$ cat src/rtl/dma_pkg.sv
// rtl/dma_pkg.sv - shared types and constants for the DMA FIFO to AXI writer
package dma_pkg;

    typedef enum logic [2:0] {
        IDLE,
        CALC,
        ADDR,
        DATA,
        RESP
    } state_t;

    localparam logic [1:0] BURST_INCR     = 2'b01;
    localparam logic [1:0] RESP_OKAY      = 2'b00;
    localparam int         BOUNDARY_BYTES = 4096;

    function automatic int clog2(input int value);
        int r;
        r = 0;
        for (int i = 0; i < 31; i++) begin
            if ((1 << i) < value) begin
                r = i + 1;
            end
        end
        return r;
    endfunction

endpackage

$ cat src/rtl/dma_burst_len.sv
// rtl/dma_burst_len.sv - burst length limited by words left, MAX_BURST and the 4 KB page
module dma_burst_len
    import dma_pkg::*;
#(
    parameter int DWIDTH    = 32,
    parameter int MAX_BURST = 16
) (
    input  logic [15:0] remaining,
    input  logic [11:0] addr_ofs,
    output logic [8:0]  blen
);

    localparam int BSHIFT = clog2(DWIDTH / 8);
    localparam int BL_W   = clog2(BOUNDARY_BYTES) + 1;

    logic [BL_W-1:0] bytes_left;
    logic [16:0]     to_boundary;
    logic [16:0]     cap;

    // addr_ofs is the byte offset within the current 4 KB page
    always_comb begin
        bytes_left  = BL_W'(BOUNDARY_BYTES) - {1'b0, addr_ofs};
        to_boundary = 17'(bytes_left >> BSHIFT);
        cap         = (to_boundary < 17'(MAX_BURST)) ? to_boundary : 17'(MAX_BURST);
        blen        = ({1'b0, remaining} < cap) ? 9'(remaining) : 9'(cap);
    end

endmodule

$ cat src/rtl/dma_fifo_axi_writer.sv
// rtl/dma_fifo_axi_writer.sv - drains a show-ahead FIFO into AXI4 INCR write bursts
module dma_fifo_axi_writer
    import dma_pkg::*;
#(
    parameter int DWIDTH      = 32,
    parameter int FIFO_AWIDTH = 5,
    parameter int ADDR_W      = 32,
    parameter int MAX_BURST   = 16
) (
    input  logic                  clk,
    input  logic                  rst,
    input  logic                  cfg_start,
    input  logic [ADDR_W-1:0]     cfg_base_addr,
    input  logic [15:0]           cfg_len_words,
    output logic                  busy,
    output logic                  done,
    output logic                  err,
    output logic                  fifo_pull,
    input  logic [DWIDTH-1:0]     fifo_data,
    input  logic                  fifo_empty,
    input  logic [FIFO_AWIDTH:0]  fifo_depth_left,
    output logic                  awvalid,
    input  logic                  awready,
    output logic [ADDR_W-1:0]     awaddr,
    output logic [7:0]            awlen,
    output logic [2:0]            awsize,
    output logic [1:0]            awburst,
    output logic                  wvalid,
    input  logic                  wready,
    output logic [DWIDTH-1:0]     wdata,
    output logic [DWIDTH/8-1:0]   wstrb,
    output logic                  wlast,
    input  logic                  bvalid,
    output logic                  bready,
    input  logic [1:0]            bresp
);

    localparam int BYTES  = DWIDTH / 8;
    localparam int BSHIFT = clog2(BYTES);
    localparam int OCC_W  = FIFO_AWIDTH + 1;
    localparam int DEPTH  = 1 << FIFO_AWIDTH;

    state_t            state, state_d;
    logic [ADDR_W-1:0] addr_q;
    logic [15:0]       remaining_q;
    logic [8:0]        blen_q;
    logic [8:0]        blen_calc;
    logic [7:0]        beat_q;
    logic [OCC_W-1:0]  occupancy;
    logic              fifo_ready;
    logic              resp_err;
    logic              last_burst;

    dma_burst_len #(
        .DWIDTH    (DWIDTH),
        .MAX_BURST (MAX_BURST)
    ) u_burst_len (
        .remaining (remaining_q),
        .addr_ofs  (addr_q[11:0]),
        .blen      (blen_calc)
    );

    // The whole burst must already sit in the FIFO so W never starves mid-burst
    assign occupancy  = OCC_W'(DEPTH) - fifo_depth_left;
    assign fifo_ready = !fifo_empty && (17'(occupancy) >= 17'(blen_calc));
    assign resp_err   = (bresp != RESP_OKAY);
    assign last_burst = (remaining_q == 16'(blen_q));

    always_ff @(posedge clk or negedge rst) begin
        if (!rst) begin
            state <= IDLE;
        end else begin
            state <= state_d;
        end
    end

    always_comb begin
        state_d   = state;
        awvalid   = 1'b0;
        wvalid    = 1'b0;
        wlast     = 1'b0;
        bready    = 1'b0;
        fifo_pull = 1'b0;
        wdata     = fifo_data;
        wstrb     = '1;
        awsize    = 3'(BSHIFT);
        awburst   = BURST_INCR;
        case (state)
            IDLE: begin
                if (cfg_start && (cfg_len_words != 16'd0)) begin
                    state_d = CALC;
                end
            end
            CALC: begin
                if (fifo_ready) begin
                    state_d = ADDR;
                end
            end
            ADDR: begin
                awvalid = 1'b1;
                if (awready) begin
                    state_d = DATA;
                end
            end
            DATA: begin
                wvalid    = 1'b1;
                wlast     = (beat_q == awlen);
                fifo_pull = wready;
                if (wready && wlast) begin
                    state_d = RESP;
                end
            end
            RESP: begin
                bready = 1'b1;
                if (bvalid) begin
                    state_d = (resp_err || last_burst) ? IDLE : CALC;
                end
            end
            default: state_d = IDLE;
        endcase
    end

    always_ff @(posedge clk or negedge rst) begin
        if (!rst) begin
            addr_q      <= '0;
            remaining_q <= '0;
            blen_q      <= '0;
            beat_q      <= '0;
            awaddr      <= '0;
            awlen       <= '0;
            busy        <= 1'b0;
            done        <= 1'b0;
            err         <= 1'b0;
        end else begin
            done <= 1'b0;
            case (state)
                IDLE: begin
                    if (cfg_start) begin
                        addr_q      <= cfg_base_addr & ~ADDR_W'(BYTES - 1);
                        remaining_q <= cfg_len_words;
                        err         <= 1'b0;
                        busy        <= (cfg_len_words != 16'd0);
                        done        <= (cfg_len_words == 16'd0);
                    end
                end
                CALC: begin
                    if (fifo_ready) begin
                        awaddr <= addr_q;
                        awlen  <= 8'(blen_calc - 9'd1);
                        blen_q <= blen_calc;
                        beat_q <= '0;
                    end
                end
                DATA: begin
                    if (wready) begin
                        beat_q <= beat_q + 8'd1;
                    end
                end
                RESP: begin
                    if (bvalid) begin
                        if (resp_err) begin
                            err  <= 1'b1;
                            done <= 1'b1;
                            busy <= 1'b0;
                        end else begin
                            addr_q      <= addr_q + (ADDR_W'(blen_q) << BSHIFT);
                            remaining_q <= remaining_q - 16'(blen_q);
                            if (last_burst) begin
                                done <= 1'b1;
                                busy <= 1'b0;
                            end
                        end
                    end
                end
                default: ;
            endcase
        end
    end

endmodule
$ cat config.mk
export PLATFORM = sky130hd
export DESIGN_NAME = dma_fifo_axi_writer
export DESIGN_NICKNAME = d
export VERILOG_FILES = /design/src/rtl/dma_pkg.sv /design/src/rtl/dma_burst_len.sv /design/src/rtl/dma_fifo_axi_writer.sv
export SDC_FILE = /design/constraint.sdc
export NUM_CORES = 1
export LEC_CHECK = 0
export ABC_AREA = 0
export CORE_MARGIN = 3
export CORE_UTILIZATION = 54
export DETAILED_ROUTE_END_ITERATION = 6
export PLACE_DENSITY = 0.87
export SYNTH_ARGS = -nofsm -noshare
export SYNTH_HDL_FRONTEND = slang
export SYNTH_HIERARCHICAL = 1
export SYNTH_SLANG_ARGS = --single-unit
$ cat constraint.sdc
create_clock -name clk -period 14.47 [get_ports clk]
set_input_delay 4.341 -clock clk [delete_from_list [all_inputs] [get_ports clk]]
set_output_delay 4.341 -clock clk [all_outputs]
set_load 0.005 [all_outputs]
**Clock distribution**

Scale bar: 20 um.
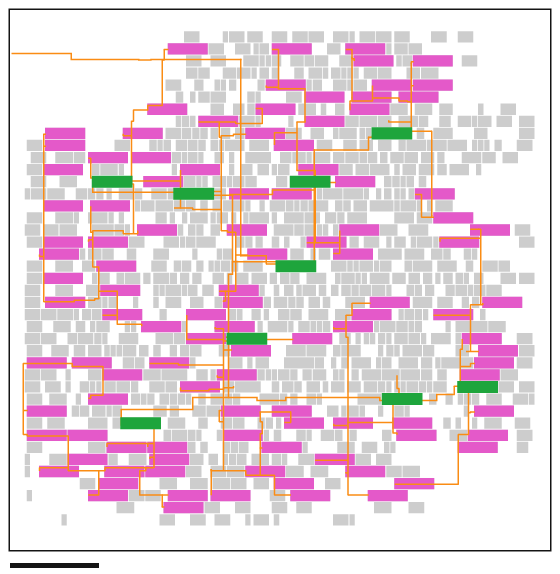
- green: clock drivers (count 9)
- orange: clock wires (length 1,330 um)
- magenta: flip-flops (count 107)
- flops lie: widely spread

**Metal 4**

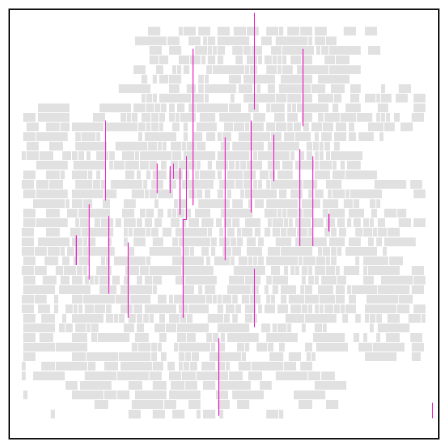
- nets with wire on the layer: 20
- wire length on this layer: 440 um
- share of all routed wire: 2.4%

==> CHANGELOG.md <==
## Flow update

- GR Util All Layers: 0.253
- Tool warnings: 28
- Tapcells: 172
- Cell row count: 41
- CTS tree: built
- Worst EP arrival: 5.60 ns
- PwrDens: 202 nW/um^2
- GR Util met1: 0.325
- Ys flop type: dfrtp_1
- Tmin final: 9.94 ns
- Clkbuf count: 11
- Data buffer area share: 0.130
- Flop area: 2680 um^2
- DRT Pass-1 Iters: 5
- WL final: 18,300 um
- Worst Skew: 0.0106 ns
- DR vias: 6,242
- Drt wl/cell: 17.9 um
- DR vias/cell: 6.11
- Most common logic cell in the routed design: dfrtp_1
- Die X: 122 um
- Critical path type: primary input to output port
- Largest net degree at the start of global routing: 55
- # Post-CTS Setup Buffers: 0
- CP Launch Type: primary input
- Area-dominant class: multi-input combinational cells
- Status: complete, no violations
- Vias in the first global route: 6,188
- Non-clock inverters: 35
- Syn avg cell area: 9.27 um^2
- Clock Latency Late Sink: 0.36 ns
- Tally of filler cells in the layout: 1,033
- Final hold violation count: 0
- I/O Pins: 184
- Htree depth: 3
- Met3 Resource Use GR: 0.0650
- Share of the synthesized area in the top cell type: 0.371
- Routed wl met2: 8880 um
**Sequential cells coloured by netlist name**

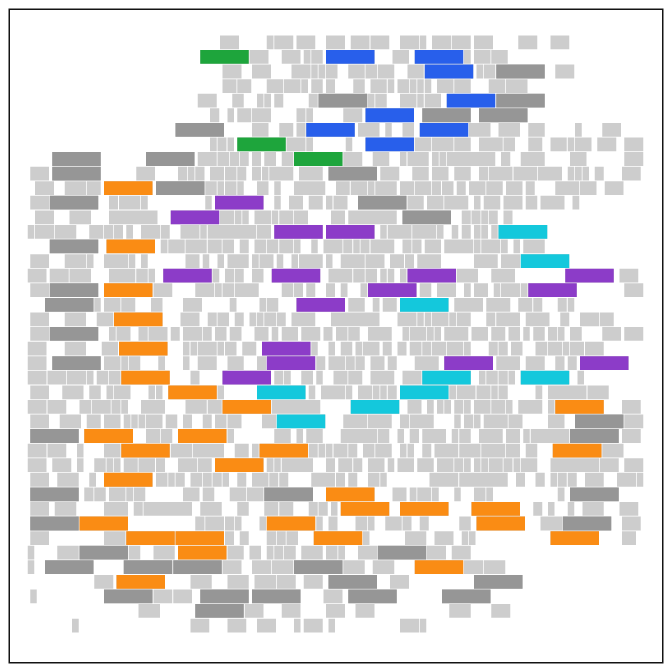
- blue: `beat_q` (flops 8)
- green: `state` (flops 3)
- cyan: `blen_q` (flops 9)
- orange: `addr_q` (flops 30)
- purple: `remaining_q` (flops 16)
- not coloured: 41

**Pin placement**

Pins as bars across the die edge, other pins in grey.
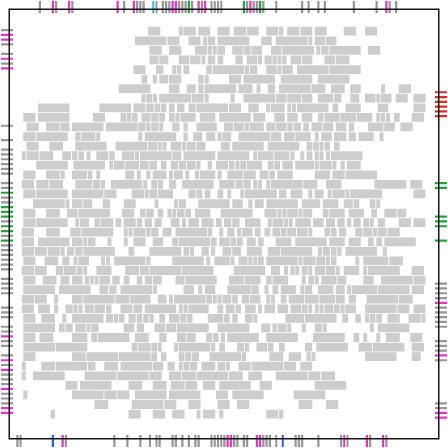
- green: `cfg_len_words` (pins 16; direction input; edge 7 left, 6 right, 3 top)
- cyan: `awready` (pins 1; direction input; edge top)
- blue: `awburst` (pins 2; direction output; edge bottom)
- magenta: `fifo_data` (pins 32; direction input; edge 10 left, 10 top, 8 bottom, 4 right)
- red: `fifo_depth_left` (pins 6; direction input; edge right)
- all pins by edge: 60 left, 47 top, 46 bottom, 31 right

worst paths after layout:
check / start / to / cells after the start
max: wready / fifo_pull / 4
min: awaddr[27]$_DFFE_PN0P_ / awaddr[27]$_DFFE_PN0P_ / 1
max reg2reg: addr_q[2]$_DFFE_PN0P_ / blen_q[0]$_DFFE_PN0P_ / 15
min reg2reg: awaddr[27]$_DFFE_PN0P_ / awaddr[27]$_DFFE_PN0P_ / 1
max in group asynchronous: rst / beat_q[3]$_DFFE_PN0P_ / 2
min in group asynchronous: rst / addr_q[5]$_DFFE_PN0P_ / 1
power by group:
part           internal (mW)  total [mW]  switching (mW)
registers              0.432       0.584           0.152
clock network          0.124       0.241           0.117
logic                  0.435       0.873           0.439
total                  0.990        1.70           0.707
cells by family after synthesis:
logic type	after synthesis	share of synthesized area
compound gates	163	0.157
xor+xnor	34	0.0412
fa+ha+maj	39	0.0697
buf+inv	111	0.0873
flops	107	0.371
mux	53	0.0816
other cells	3	0.00156
simple gates	269	0.190
critical path: stages:
cell             delay [ns]
clkdlybuf4s50_1        0.46
nand2_1                0.08
inv_1                  0.17
clkdlybuf4s50_1        0.55
metrics by stage:
stage / setup WS (ns) / total power [mW] / std cells / utilization / instance area, um^2
6_report: 4.53 / 1.70 / 1022 / 0.656 / 8410
3_3_place_gp: 4.55 / 1.40 / 1006 / 0.633 / 8120
2_1_floorplan: 5.59 / 1.16 / 799 / - / 7300
3_5_place_dp: 4.52 / 1.44 / 1006 / 0.633 / 8120
5_1_grt: 4.46 / 1.83 / 1022 / 0.656 / 8410
4_1_cts: 4.53 / 1.69 / 1022 / 0.656 / 8410
Power is estimated from default activity; no workload was simulated.
